==> src/rtl/inst_encode_loader.sv <==
// RV32I instruction encoder that streams encoded words into instruction memory.
// A one-entry registered output stage sits between the field producer and the write port.
module inst_encode_loader #(
  parameter int          ADDR_W    = 8,
  parameter int unsigned BASE_ADDR = 0
) (
  input  logic              clk,
  input  logic              rst,
  input  logic              start,
  input  logic              in_valid,
  output logic              in_ready,
  input  logic              in_last,
  input  logic [4:0]        in_op,
  input  logic [2:0]        in_funct3,
  input  logic              in_f7b5,
  input  logic [4:0]        in_rd,
  input  logic [4:0]        in_rs1,
  input  logic [4:0]        in_rs2,
  input  logic [31:0]       in_imm,
  output logic              mem_we,
  input  logic              mem_ready,
  output logic [ADDR_W-1:0] mem_addr,
  output logic [31:0]       mem_wdata,
  output logic [ADDR_W:0]   count,
  output logic              done,
  output logic              err
);

  typedef enum logic [1:0] {IDLE, RUN, FLUSH, DONE} state_e;

  localparam logic [4:0] OP_R      = 5'b01100;
  localparam logic [4:0] OP_IMM    = 5'b00100;
  localparam logic [4:0] OP_LOAD   = 5'b00000;
  localparam logic [4:0] OP_JALR   = 5'b11001;
  localparam logic [4:0] OP_STORE  = 5'b01000;
  localparam logic [4:0] OP_BRANCH = 5'b11000;
  localparam logic [4:0] OP_LUI    = 5'b01101;
  localparam logic [4:0] OP_AUIPC  = 5'b00101;
  localparam logic [4:0] OP_JAL    = 5'b11011;

  localparam logic [ADDR_W-1:0] BASE = ADDR_W'(BASE_ADDR);
  localparam logic [ADDR_W:0]   CAP  = {1'b1, {ADDR_W{1'b0}}};

  state_e              state_q, state_d;
  logic                we_q, we_d;
  logic [ADDR_W-1:0]   addr_q, addr_d;
  logic [31:0]         wdata_q, wdata_d;
  logic [ADDR_W:0]     count_q, count_d;
  logic                err_q, err_d;

  logic                accept, fire, full;
  logic [ADDR_W:0]     count_inc;
  logic [6:0]          op7;
  logic [31:0]         enc_word;
  logic                enc_legal;

  assign accept    = in_valid && in_ready;
  assign fire      = we_q && mem_ready;
  assign count_inc = count_q + (ADDR_W+1)'(1);
  // A bundle overflows when every address slot is already taken by a
  // completed write or by the write completing this very cycle.
  assign full      = (count_q + (ADDR_W+1)'(fire)) == CAP;

  // NOTE: every signal written in an always_comb gets a default first, so no latch is inferred.
  always_comb begin
    op7       = {in_op, 2'b11};
    enc_word  = '0;
    enc_legal = 1'b1;
    case (in_op)
      OP_R:      enc_word = {1'b0, in_f7b5, 5'b0, in_rs2, in_rs1, in_funct3, in_rd, op7};
      OP_IMM: begin
        if (in_funct3 == 3'b001 || in_funct3 == 3'b101)
          enc_word = {1'b0, in_f7b5, 5'b0, in_imm[4:0], in_rs1, in_funct3, in_rd, op7};
        else
          enc_word = {in_imm[11:0], in_rs1, in_funct3, in_rd, op7};
      end
      OP_LOAD,
      OP_JALR:   enc_word = {in_imm[11:0], in_rs1, in_funct3, in_rd, op7};
      OP_STORE:  enc_word = {in_imm[11:5], in_rs2, in_rs1, in_funct3, in_imm[4:0], op7};
      OP_BRANCH: enc_word = {in_imm[12], in_imm[10:5], in_rs2, in_rs1, in_funct3,
                             in_imm[4:1], in_imm[11], op7};
      OP_LUI,
      OP_AUIPC:  enc_word = {in_imm[31:12], in_rd, op7};
      OP_JAL:    enc_word = {in_imm[20], in_imm[10:1], in_imm[11], in_imm[19:12], in_rd, op7};
      default:   enc_legal = 1'b0;
    endcase
  end

  // NOTE: sequential state uses non-blocking assignments only; next-state logic lives in always_comb.
  always_ff @(posedge clk or posedge rst) begin
    if (rst) begin
      state_q <= IDLE;
      we_q    <= 1'b0;
      addr_q  <= BASE;
      wdata_q <= '0;
      count_q <= '0;
      err_q   <= 1'b0;
    end else begin
      state_q <= state_d;
      we_q    <= we_d;
      addr_q  <= addr_d;
      wdata_q <= wdata_d;
      count_q <= count_d;
      err_q   <= err_d;
    end
  end

  always_comb begin
    state_d = state_q;
    if (start) begin
      state_d = RUN;
    end else begin
      case (state_q)
        IDLE:    state_d = IDLE;
        RUN:     if (accept && in_last) state_d = FLUSH;
        FLUSH:   if (!we_q || mem_ready) state_d = DONE;
        DONE:    state_d = IDLE;
        default: state_d = IDLE;
      endcase
    end
  end

  always_comb begin
    in_ready = (state_q == RUN) && !start && (!we_q || mem_ready);
    done     = (state_q == DONE);
  end

  always_comb begin
    we_d    = we_q;
    addr_d  = addr_q;
    wdata_d = wdata_q;
    count_d = count_q;
    err_d   = err_q;
    if (start) begin
      we_d    = 1'b0;
      addr_d  = BASE;
      count_d = '0;
      err_d   = 1'b0;
    end else begin
      if (fire) begin
        we_d    = 1'b0;
        count_d = count_inc;
        // The address parks on the last slot instead of wrapping once memory is full.
        if (count_inc != CAP) addr_d = addr_q + ADDR_W'(1);
      end
      if (accept) begin
        if (!enc_legal || full) begin
          err_d = 1'b1;
        end else begin
          we_d    = 1'b1;
          wdata_d = enc_word;
        end
      end
    end
  end

  assign mem_we    = we_q;
  assign mem_addr  = addr_q;
  assign mem_wdata = wdata_q;
  assign count     = count_q;
  assign err       = err_q;

endmodule

==> config.mk <==
export PLATFORM = sky130hd
export DESIGN_NAME = inst_encode_loader
export DESIGN_NICKNAME = d
export VERILOG_FILES = /design/src/rtl/inst_encode_loader.sv
export SDC_FILE = /design/constraint.sdc
export NUM_CORES = 1
export LEC_CHECK = 0
export CAP_MARGIN = 10
export CORE_MARGIN = 1
export CORE_UTILIZATION = 35
export DETAILED_ROUTE_END_ITERATION = 7
export PLACE_DENSITY = 0.72
export SLEW_MARGIN = 5
export SYNTH_ARGS = -nofsm -noshare
export SYNTH_HDL_FRONTEND = slang
export SYNTH_SLANG_ARGS = --single-unit
==> constraint.sdc <==
create_clock -name clk -period 6.34 [get_ports clk]
set_clock_uncertainty 0.1 [all_clocks]
set_input_delay 1.902 -clock clk [delete_from_list [all_inputs] [get_ports clk]]
set_output_delay 1.902 -clock clk [all_outputs]
set_load 0.02 [all_outputs]
Routed metal, one colour a layer:
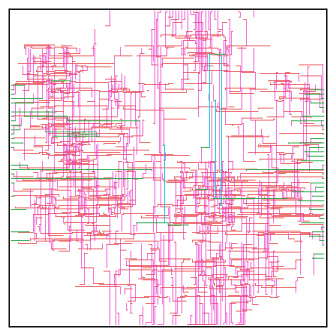
| layer | colour | wire length |
|---|---|---|
| met1 | red | 3690 µm |
| met3 | green | 433 µm |
| met4 | cyan | 129 µm |
| met2 | magenta | 3830 µm |
total routing resource utilization after global routing: 0.177
post-detailed-route wirelength per cell: 15.8 µm

Clock wires, drivers and flops:
Scale bar: 20 µm.
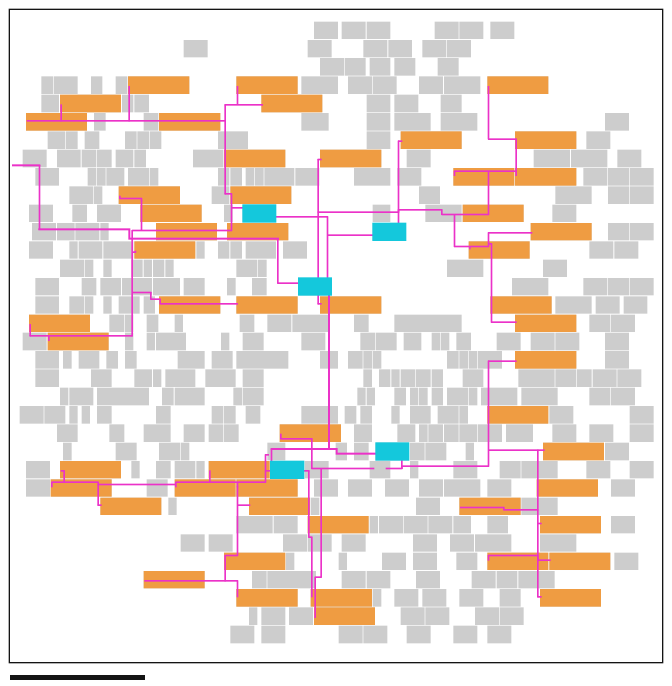
[flip-flops] orange | count: 52
[clock wires] magenta | length: 648 µm
[cells driving clock nets] cyan | count: 5
routed clock nets: 6
flops lie: spread over the die
reported clock group power: 0.000193 W
clock network latency to the later pin of the worst-skew pair: 0.30 ns
part of the power in the clock network: 0.175

==> run summary <==
Results of the implementation run.

Per the post-CTS timing run, clock transition at the registers of the reported paths is 0.09 ns. Summed over all layers, the global routing overflow is 0. The floorplan core density is 0.361. The final net count came out at 471. The detailed placement HPWL came out at 6040 µm. The worst-case clock buffer depth came out at 2.

A synthesized cell averages 10.7 µm². The leading register cell type out of synthesis is dfrtp_1. Across all stage logs, warnings added up to 29. The H-tree was split into 2 levels. The worst path required time is 4.34 ns. Setup violations remaining at the end of the flow were counted as 0. In the Yosys report the total cell count is 294. The worst register-to-register path ends at mem_wdata[17]. The global placement routability congestion came out at 0.885. The leakage power total came out at 1.85 nW.

The power density of the placed cells came out at 249 mW/mm². The number of enable-type register cells in the synthesized netlist came out at 0. Setup repair after global routing left no endpoint under its margin. The detailed router's first-iteration violation count came out at 75. Measured along the x axis, the die boundary spans 96.9 µm. The warning count from the yosys run came out at 0. The count of buffers added by post-CTS timing repair for setup came out at 0. The min-delay analysis places its worst path in the category reg2reg.

The I/O pin count is 115. The final total power is 0.00110 W. Looking at the clock tree report, the root buffer type is clkbuf_8. Counting flops with an async set or reset pin after synthesis yields a share of 1.00. The area figure in the yosys stat output came out at 0.00315 mm².

The area of the mapped netlist came out at 0.00315 mm². Checking max transition, the worst relative margin is 0.490. The count of instances resized after the clock tree is built came out at 0. The die area came out at 0.00938 mm². The via count of the first global-routing pass came out at 2687. The slew at the pin closest to its max-slew limit is 0.764 ns. The worst reg-to-reg setup slack is 2.95 ns. The count of nets left with antenna violations once routing finished came out at 0.

The kind of start point of the critical path is an input port. The number of buffers inserted during clock tree synthesis is 5. Entering global routing, the biggest net connects 53 pins. STA lists the maximum fanout along the critical path as 3. The area fraction of the largest cell type after synthesis is 0.413. The hold path depth came out at 1. The growth of design area from synthesis to finish is 40.9%. The global-route wire length before repair is 13700 µm. The TritonCTS clock tree is done. The residual DRC count is 0. Counting pins that exceed their max-slew limit in the final report gives 0. The worst reg-to-reg path cell count is 10. After synthesis, the cell types taking the most area are dfrtp_1 41%, mux2_4 11%, a22o_1 5.0%. In this run, distinct cell masters in the synthesized netlist total 55. STA classifies the critical path endpoint as an output port. The detailed router placed 2663 vias in this run.

The synthesized instance count is 294. The initial antenna violation count is 0. Across the run, the number of max-cap violations was 0.

The setup path with the least slack is of type in2out. The synthesis stat section lists a flop and latch total of 52. The run finished with clean final reports. The number of sinks handled by clock tree synthesis came out at 52.

At the worst endpoint, the arrival time is 3.27 ns. The share of cells above drive strength 1 is 0.122. The via density per instance is 5.22.

For reference, the critical path is launched at start. The peak clock frequency supported by timing is 190 MHz. The post-route minimum period is 5.28 ns. The largest vdd supply drop came out at 0.108 mV. The total inserted antenna cells is 0. The worst min-delay path startpoint is mem_wdata[1]. Of the synthesized area, sequential elements account for 0.413. Of all cell types, the one taking the most synthesized area is dfrtp_1. The final tally of hold violations is 0. The wire length recorded after detailed routing is 8080 µm. Per the timing report, the most critical flop-to-flop path originates at mem_we. Of the available clock period, the critical path in the final layout requires 0.832.

The floorplan net count came out at 364. The first-pass iteration count of the detailed router came out at 4. The number of buffers inserted for hold repair after clock tree synthesis is 0. The total negative setup slack came out at 0 ns. The endpoint with the worst hold slack is mem_wdata[1].
Ports around the boundary:
Pins as bars across the die edge, other pins in grey.
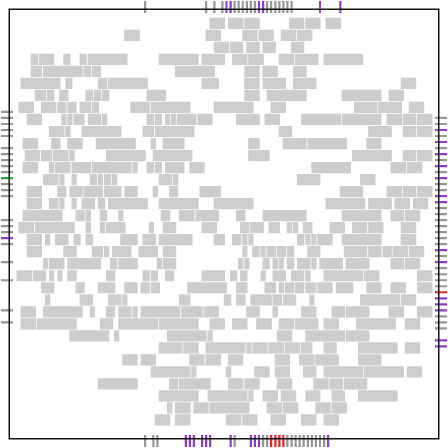
| port | colour | pins | direction | edge |
|---|---|---|---|---|
| mem_wdata | purple | 32 | output | 14 east, 11 south, 6 north, 1 west |
| in_rs2 | red | 5 | input | 4 south, 1 east |
| in_valid | green | 1 | input | west |
count of input and output buffers: 114
die y size: 96.9 µm

Placement view:
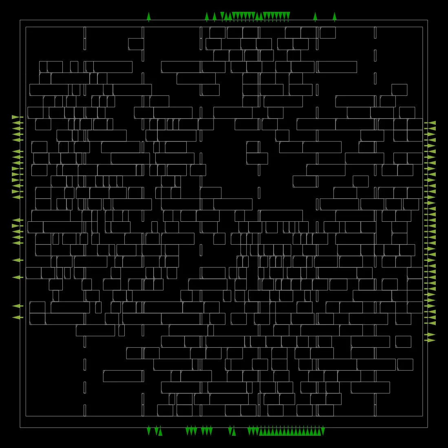
number of rows created at floorplan: 34
Flops: 52
number of filler cells placed in the layout: 800
placeable core area: 0.00872 mm²
well tap count: 108

synthesized netlist by cell type (5+ instances only):
| cell type | instances |
|---|---|
| or3_1 | 6 |
| mux2_4 | 24 |
| a21oi_1 | 11 |
| xor2_1 | 7 |
| mux2i_1 | 5 |
| buf_2 | 8 |
| nand4_1 | 5 |
| dfrtp_1 | 52 |
| ha_1 | 8 |
| nor2_1 | 20 |
| nand2_1 | 22 |
| a22o_1 | 18 |
| nand3_1 | 5 |
| and3_1 | 5 |
| o21ai_0 | 10 |
| inv_1 | 15 |
| xnor2_1 | 6 |
registers in the layout, indices dropped and copies added (netlist names):
register,count
mem_addr,8
state_q,2
count,9
err,1
mem_wdata,31
mem_we,1
cells in the final DEF (no fill, tap or decap), drive strengths merged, types with 7 or more instances in the layout:
| cell | n |
|---|---|
| ha | 8 |
| nor2 | 20 |
| o21ai | 11 |
| inv | 15 |
| a22o | 18 |
| and3 | 7 |
| clkdlybuf4s50 | 114 |
| dfrtp | 52 |
| mux2 | 27 |
| xor2 | 7 |
| a21oi | 11 |
| nand2 | 22 |
through the flow:
step	cells	worst slack (ns)	area, µm²	util	hold WS, ns
final	510	1.06	4440	0.509	0.406
after global routing	510	0.995	4440	0.509	0.431
after CTS	509	1.05	4420	0.507	0.411
after detailed placement	501	0.975	4330	0.496	0.388
after global placement	501	1.09	4330	0.496	0.388
after floorplan	294	1.93	3150	-	0.423
worst max-delay path: stages:
cell and delay, ns:
clkdlybuf4s50_1 0.42, nor2b_1 0.18, nor2b_1 0.16, clkdlybuf4s50_1 0.61
worst max-delay path by stage:
stage / end / slack [ns] / cells after the start
2_1_floorplan: in_ready / 1.93 / 2
3_3_place_gp: in_ready / 1.09 / 4
3_5_place_dp: mem_wdata[17] / 0.98 / 11
4_1_cts: in_ready / 1.05 / 4
5_1_grt: in_ready / 1.0 / 4
6_report: in_ready / 1.06 / 4
cell families (layout without fill, tap and decap cells):
| kind of cell | Yosys count | in the layout | synth area share |
|---|---|---|---|
| AND/OR/NAND/NOR | 88 | 88 | 0.146 |
| AND-OR/OR-AND | 68 | 68 | 0.176 |
| adder cells (fa/ha/maj) | 8 | 8 | 0.0318 |
| XOR/XNOR | 13 | 13 | 0.0362 |
| buffers and inverters | 33 | 141 | 0.0556 |
| flip-flops | 52 | 52 | 0.413 |
| multiplexers | 32 | 32 | 0.141 |
where the power goes:
group | internal, W | total (W) | switching [W]
clock network | 0.0000784 | 0.000193 | 0.000115
logic | 0.000256 | 0.000461 | 0.000205
registers | 0.000404 | 0.000449 | 0.0000450
total | 0.000738 | 0.00110 | 0.000365
routing by layer:
metal / vias up / global-route usage / share of wire
met5: - / 0 / 0
met4: 0 / 0.0436 / 0.016
met3: 8 / 0.0405 / 0.054
met2: 87 / 0.294 / 0.47
met1: 1280 / 0.234 / 0.46
li1: 1288 / - / -
cell type report:
class | count | area (µm²)
fill | 800 | 4280
timing repair buffer | 117 | 1180
tap | 108 | 135
sequential | 52 | 1300
multi-input combinational | 209 | 1670
inverter | 16 | 60.1
clock buffer | 5 | 68.8
clock inverter | 3 | 23.8
Power figures rest on the tool's default switching activity, not on a simulated workload.
